--- config.mk ---
export PLATFORM = sky130hd
export DESIGN_NAME = input_sequencer
export DESIGN_NICKNAME = d
export VERILOG_FILES = /design/src/rtl/input_sequencer_pkg.sv /design/src/rtl/input_sequencer_debounce_cell.sv /design/src/rtl/input_sequencer.sv
export SDC_FILE = /design/constraint.sdc
export NUM_CORES = 1
export LEC_CHECK = 0
export CORE_MARGIN = 2
export CORE_UTILIZATION = 45
export DETAILED_ROUTE_END_ITERATION = 8
export HOLD_SLACK_MARGIN = 0.08
export PLACE_DENSITY_LB_ADDON = 0.1
export SYNTH_ARGS = -nofsm -noshare
export SYNTH_HDL_FRONTEND = slang
export SYNTH_SLANG_ARGS = --single-unit
--- constraint.sdc ---
create_clock -name clk_125 -period 2.7 [get_ports clk_125]
set_input_delay 0.54 -clock clk_125 [delete_from_list [all_inputs] [get_ports clk_125]]
set_output_delay 0.54 -clock clk_125 [all_outputs]
set_load 0.02 [all_outputs]
--- src/rtl/input_sequencer_pkg.sv ---
// Shared types and default constants for the push-button input sequencer.
package input_sequencer_pkg;

  localparam int DEBOUNCE_N_DEFAULT  = 4;
  localparam int QUEUE_DEPTH_DEFAULT = 4;

  typedef enum logic {
    IDLE = 1'b0,
    HOLD = 1'b1
  } arb_state_t;

  // Arbiter state kept as one struct so checkers can bind to a single signal.
  typedef struct packed {
    arb_state_t state;
    logic       prio;      // 0 favours inp_0, 1 favours inp_1
    logic       hold_bit;  // loser of a simultaneous press, pushed in HOLD
  } arb_dbg_t;

endpackage

--- src/rtl/input_sequencer_debounce_cell.sv ---
// One push-button channel: 2-flop synchronizer, tick-driven debounce counter,
// stable level, and a one-cycle press pulse on the accepted 0->1 transition.
module debounce_cell #(
  parameter int DEBOUNCE_N = 4
) (
  input  logic clk,
  input  logic clear,
  input  logic tick,
  input  logic raw,
  output logic press
);

  localparam logic [3:0] LAST = 4'(DEBOUNCE_N - 1);

  logic       sync_1;
  logic       sync_2;
  logic       stable;
  logic [3:0] cnt;

  always_ff @(posedge clk or posedge clear) begin
    if (clear) begin
      sync_1 <= 1'b0;
      sync_2 <= 1'b0;
      stable <= 1'b0;
      cnt    <= '0;
      press  <= 1'b0;
    end else begin
      sync_1 <= raw;
      sync_2 <= sync_1;
      press  <= 1'b0;
      if (tick) begin
        if (sync_2 == stable) begin
          cnt <= '0;
        end else if (cnt == LAST) begin
          // Accept the new level; only a rising level is a press.
          stable <= sync_2;
          cnt    <= '0;
          press  <= sync_2;
        end else begin
          cnt <= cnt + 4'd1;
        end
      end
    end
  end

endmodule

--- src/rtl/input_sequencer.sv ---
// Two debounced push-buttons arbitrated into a first-word-fall-through queue
// of bit events (0 = inp_0 press, 1 = inp_1 press).
module input_sequencer
  import input_sequencer_pkg::*;
#(
  parameter int DEBOUNCE_N  = DEBOUNCE_N_DEFAULT,
  parameter int QUEUE_DEPTH = QUEUE_DEPTH_DEFAULT
) (
  input  logic                           clk_125,
  input  logic                           clear,
  input  logic                           tick,
  input  logic                           inp_0,
  input  logic                           inp_1,
  input  logic                           bit_ready,
  output logic                           bit_valid,
  output logic                           bit_data,
  output logic [$clog2(QUEUE_DEPTH):0]   pending_count,
  output logic                           overflow
);

  localparam int           AW     = $clog2(QUEUE_DEPTH);
  localparam logic [AW:0]  FULL   = (AW + 1)'(QUEUE_DEPTH);
  localparam logic [AW:0]  CNT_1  = (AW + 1)'(1);
  localparam logic [AW-1:0] PTR_1 = AW'(1);

  logic press_0;
  logic press_1;

  debounce_cell #(.DEBOUNCE_N(DEBOUNCE_N)) u_cell_0 (
    .clk   (clk_125),
    .clear (clear),
    .tick  (tick),
    .raw   (inp_0),
    .press (press_0)
  );

  debounce_cell #(.DEBOUNCE_N(DEBOUNCE_N)) u_cell_1 (
    .clk   (clk_125),
    .clear (clear),
    .tick  (tick),
    .raw   (inp_1),
    .press (press_1)
  );

  arb_dbg_t arb_q;
  arb_dbg_t arb_d;
  logic     push;
  logic     push_data;

  always_comb begin
    arb_d     = arb_q;
    push      = 1'b0;
    push_data = 1'b0;
    case (arb_q.state)
      IDLE: begin
        if (press_0 && press_1) begin
          push           = 1'b1;
          push_data      = arb_q.prio;
          arb_d.hold_bit = ~arb_q.prio;
          arb_d.prio     = ~arb_q.prio;
          arb_d.state    = HOLD;
        end else if (press_0) begin
          push      = 1'b1;
          push_data = 1'b0;
        end else if (press_1) begin
          push      = 1'b1;
          push_data = 1'b1;
        end
      end
      HOLD: begin
        // Tick spacing rules out a fresh press here, so presses are not looked at.
        push        = 1'b1;
        push_data   = arb_q.hold_bit;
        arb_d.state = IDLE;
      end
      default: arb_d.state = IDLE;
    endcase
  end

  // Handshake: an event transfers on every rising clk_125 edge where
  // bit_valid && bit_ready; bit_valid never depends on bit_ready, and
  // bit_ready while empty has no effect.
  logic          mem_q [QUEUE_DEPTH];
  logic [AW-1:0] wr_ptr;
  logic [AW-1:0] rd_ptr;
  logic [AW:0]   count_q;
  logic          overflow_q;
  logic          pop;
  logic          full;
  logic          push_ok;

  assign pop     = bit_valid && bit_ready;
  assign full    = (count_q == FULL);
  assign push_ok = push && (!full || pop);

  always_ff @(posedge clk_125 or posedge clear) begin
    if (clear) begin
      arb_q      <= '{state: IDLE, prio: 1'b0, hold_bit: 1'b0};
      wr_ptr     <= '0;
      rd_ptr     <= '0;
      count_q    <= '0;
      overflow_q <= 1'b0;
    end else begin
      arb_q <= arb_d;
      if (push_ok) wr_ptr <= wr_ptr + PTR_1;
      if (pop)     rd_ptr <= rd_ptr + PTR_1;
      case ({push_ok, pop})
        2'b10:   count_q <= count_q + CNT_1;
        2'b01:   count_q <= count_q - CNT_1;
        default: count_q <= count_q;
      endcase
      if (push && !push_ok) overflow_q <= 1'b1;
    end
  end

  // Storage needs no reset: bit_data is masked whenever the queue is empty.
  always_ff @(posedge clk_125) begin
    if (push_ok) mem_q[wr_ptr] <= push_data;
  end

  assign bit_valid     = (count_q != '0);
  assign bit_data      = bit_valid & mem_q[rd_ptr];
  assign pending_count = count_q;
  assign overflow      = overflow_q;

endmodule

placement.png
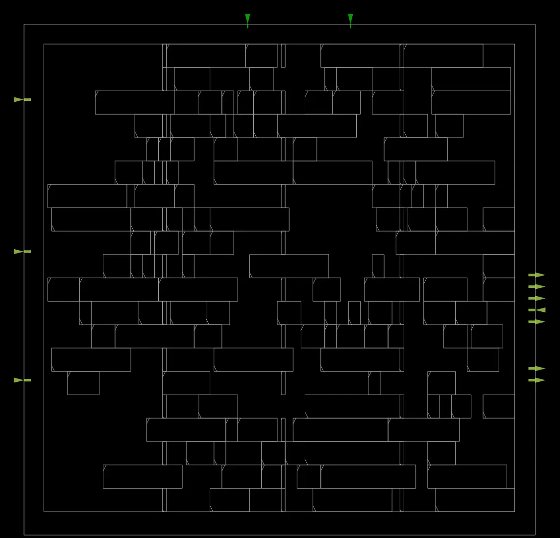
row cnt: 20
n_taps: 33
core area: 0.00298 mm^2
flop share of the area: 48.1%
Final Non-Filler Cells: 162

io_placement.png
Scale: 8 px per um. Pins as bars across the die edge, other pins in gray.
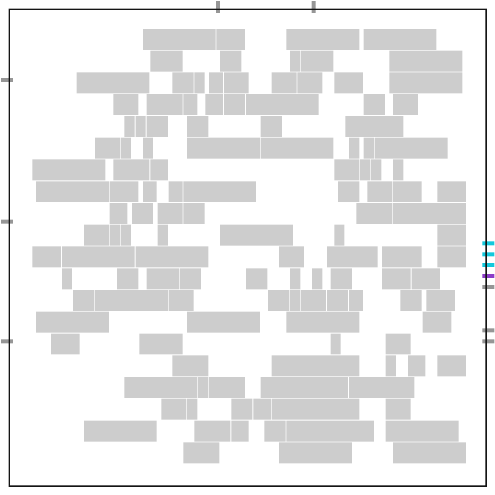
| color | port | pins | direction | edge |
|---|---|---|---|---|
| purple | bit_ready | 1 | input | east |
| cyan | pending_count | 3 | output | east |
all pins by edge: 7 east, 3 west, 2 north
IO buf count: 11
DIE WIDTH: 59.4 um
Die Y: 59.4 um

wires.png
Scale: 8 px per um. Only two layers are drawn.
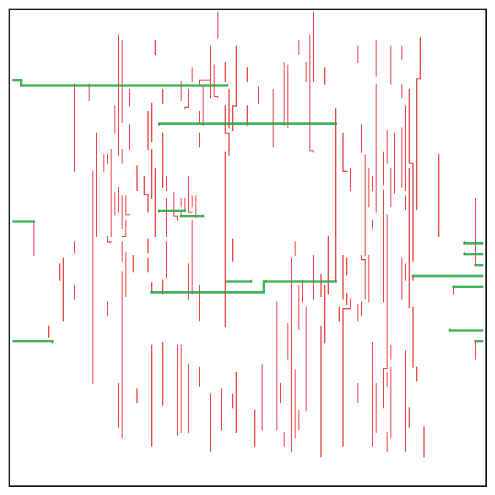
| color | layer | wire length |
|---|---|---|
| red | metal 2 | 980 um |
| green | metal 3 | 113 um |
gr usage total: 14.9%
Routed WL: 2.08 mm
Routed WL per cell: 12.8 um

io_fan.png
Scale: 4 px per um.
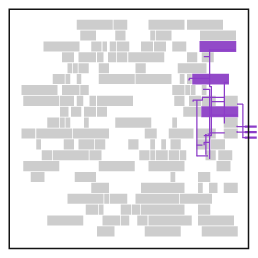
| color | port | bits | direction | edge | end cells | buffers | wire |
|---|---|---|---|---|---|---|---|
| purple | pending_count | 3 | output | east | 3 | 3 | 132 um |
I/O Pins: 12

sizes.png
Scale: 8 px per um.
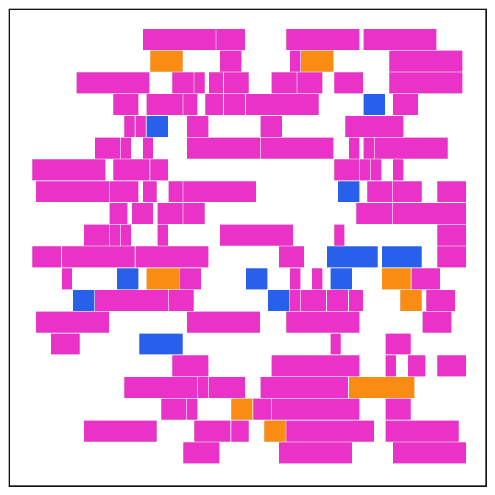
| color | size | cells | share |
|---|---|---|---|
| blue | _3 and _4 cells | 11 | 8.5% |
| orange | _2 cells | 8 | 6.2% |
| magenta | _0 and _1 cells | 110 | 85% |
Finished Cell Area: 0.00160 mm^2
worst setup margin: 0.250 ns
Non-clock buffers: 14
Area Overhead vs Synth: 15.8%

==> impl_metrics.toml <==
# implementation run metrics
[global_route]
grt_antenna_before_repair = 0
grt_max_degree = 27
grt_use_met3_pct = 7.21
grt_remaining_overflow = 0

[floorplanning]
fp_util_pct = 46.4
die_area_mm2 = 0.00353

[cells_and_area]
multi_input_comb_cells = 69
comb_share_pct = 36.1
clk_share_pct = 3.05
buf_share_pct = 8.28
layout_top_cell = "dfrtp_1"
final_core_util_pct = 53.8

[clock_network]
cts_resized = 0
clk_latency_ns = 0.32

[logic_synthesis]
synth-adder-area-share_pct = 7.78
ys_warn_count = 0
synth_cell_types = 34
ys_cells = 108
synth_seq_share_pct = 55.7
synth_async_sr_flop_share_pct = 86.7
edf_count = 4
netlist_logic_family_top = "simple AND/OR/NAND/NOR gates"

[power_and_ir_drop]
vdd.ir_drop.worst_v = 0.000397
p_clk_share_pct = 17.0
power_frac_seq_pct = 46.7
power.switching_w = 0.000489
power_leader = "registers"
power.internal_w = 0.000946
power_density_mw_per_mm2 = 896

[timing]
finalCritPeriodShare_pct = 90.7
hold_viol = 0
finalCriticalPeriod_ns = 2.45
slew_violations = 0
fmax_ghz = 0.408

[worst_hold_path]
min_path_cells = 0
hp-class = "reg2reg"

[critical_path]
timing_worst_setup_path_type = "reg2out"
cp.arrival_ns = 1.91
crit_family = "simple AND/OR/NAND/NOR gates"
endpoint_kind = "output pin"
cp.required_ns = 2.16
path_buffers = 1

[detailed_routing]
via_per_inst = 5.22
wl_met2_um = 979
final_antenna_net_count = 0

[placement]
dp_hpwl_mm = 1.44

[run_status]
run_status = "completed"
-- cell usage after synthesis (2+ instances only) --
library cell / n / area share, %
nand2_1: 5 / 1.4
xnor2_1: 5 / 3.2
xor2_1: 4 / 2.5
and3_1: 2 / 0.90
nor2_1: 7 / 1.9
edfxtp_1: 4 / 8.7
and2_2: 2 / 1.1
and2_1: 3 / 1.4
o2bb2ai_1: 4 / 2.5
mux2_2: 3 / 2.4
ha_1: 7 / 6.3
inv_1: 8 / 2.2
nand3b_1: 3 / 1.6
nor3b_1: 3 / 1.6
dfrtp_1: 26 / 47
o21ai_0: 4 / 1.4
-- state kept, by name, indices dropped and copies added, names as in the netlist, 2 cells and up --
name           flops
wr_ptr             2
pending_count      3
arb_q              2
rd_ptr             2
u_cell_0.cnt       4
u_cell_1.cnt       4
mem_q              4
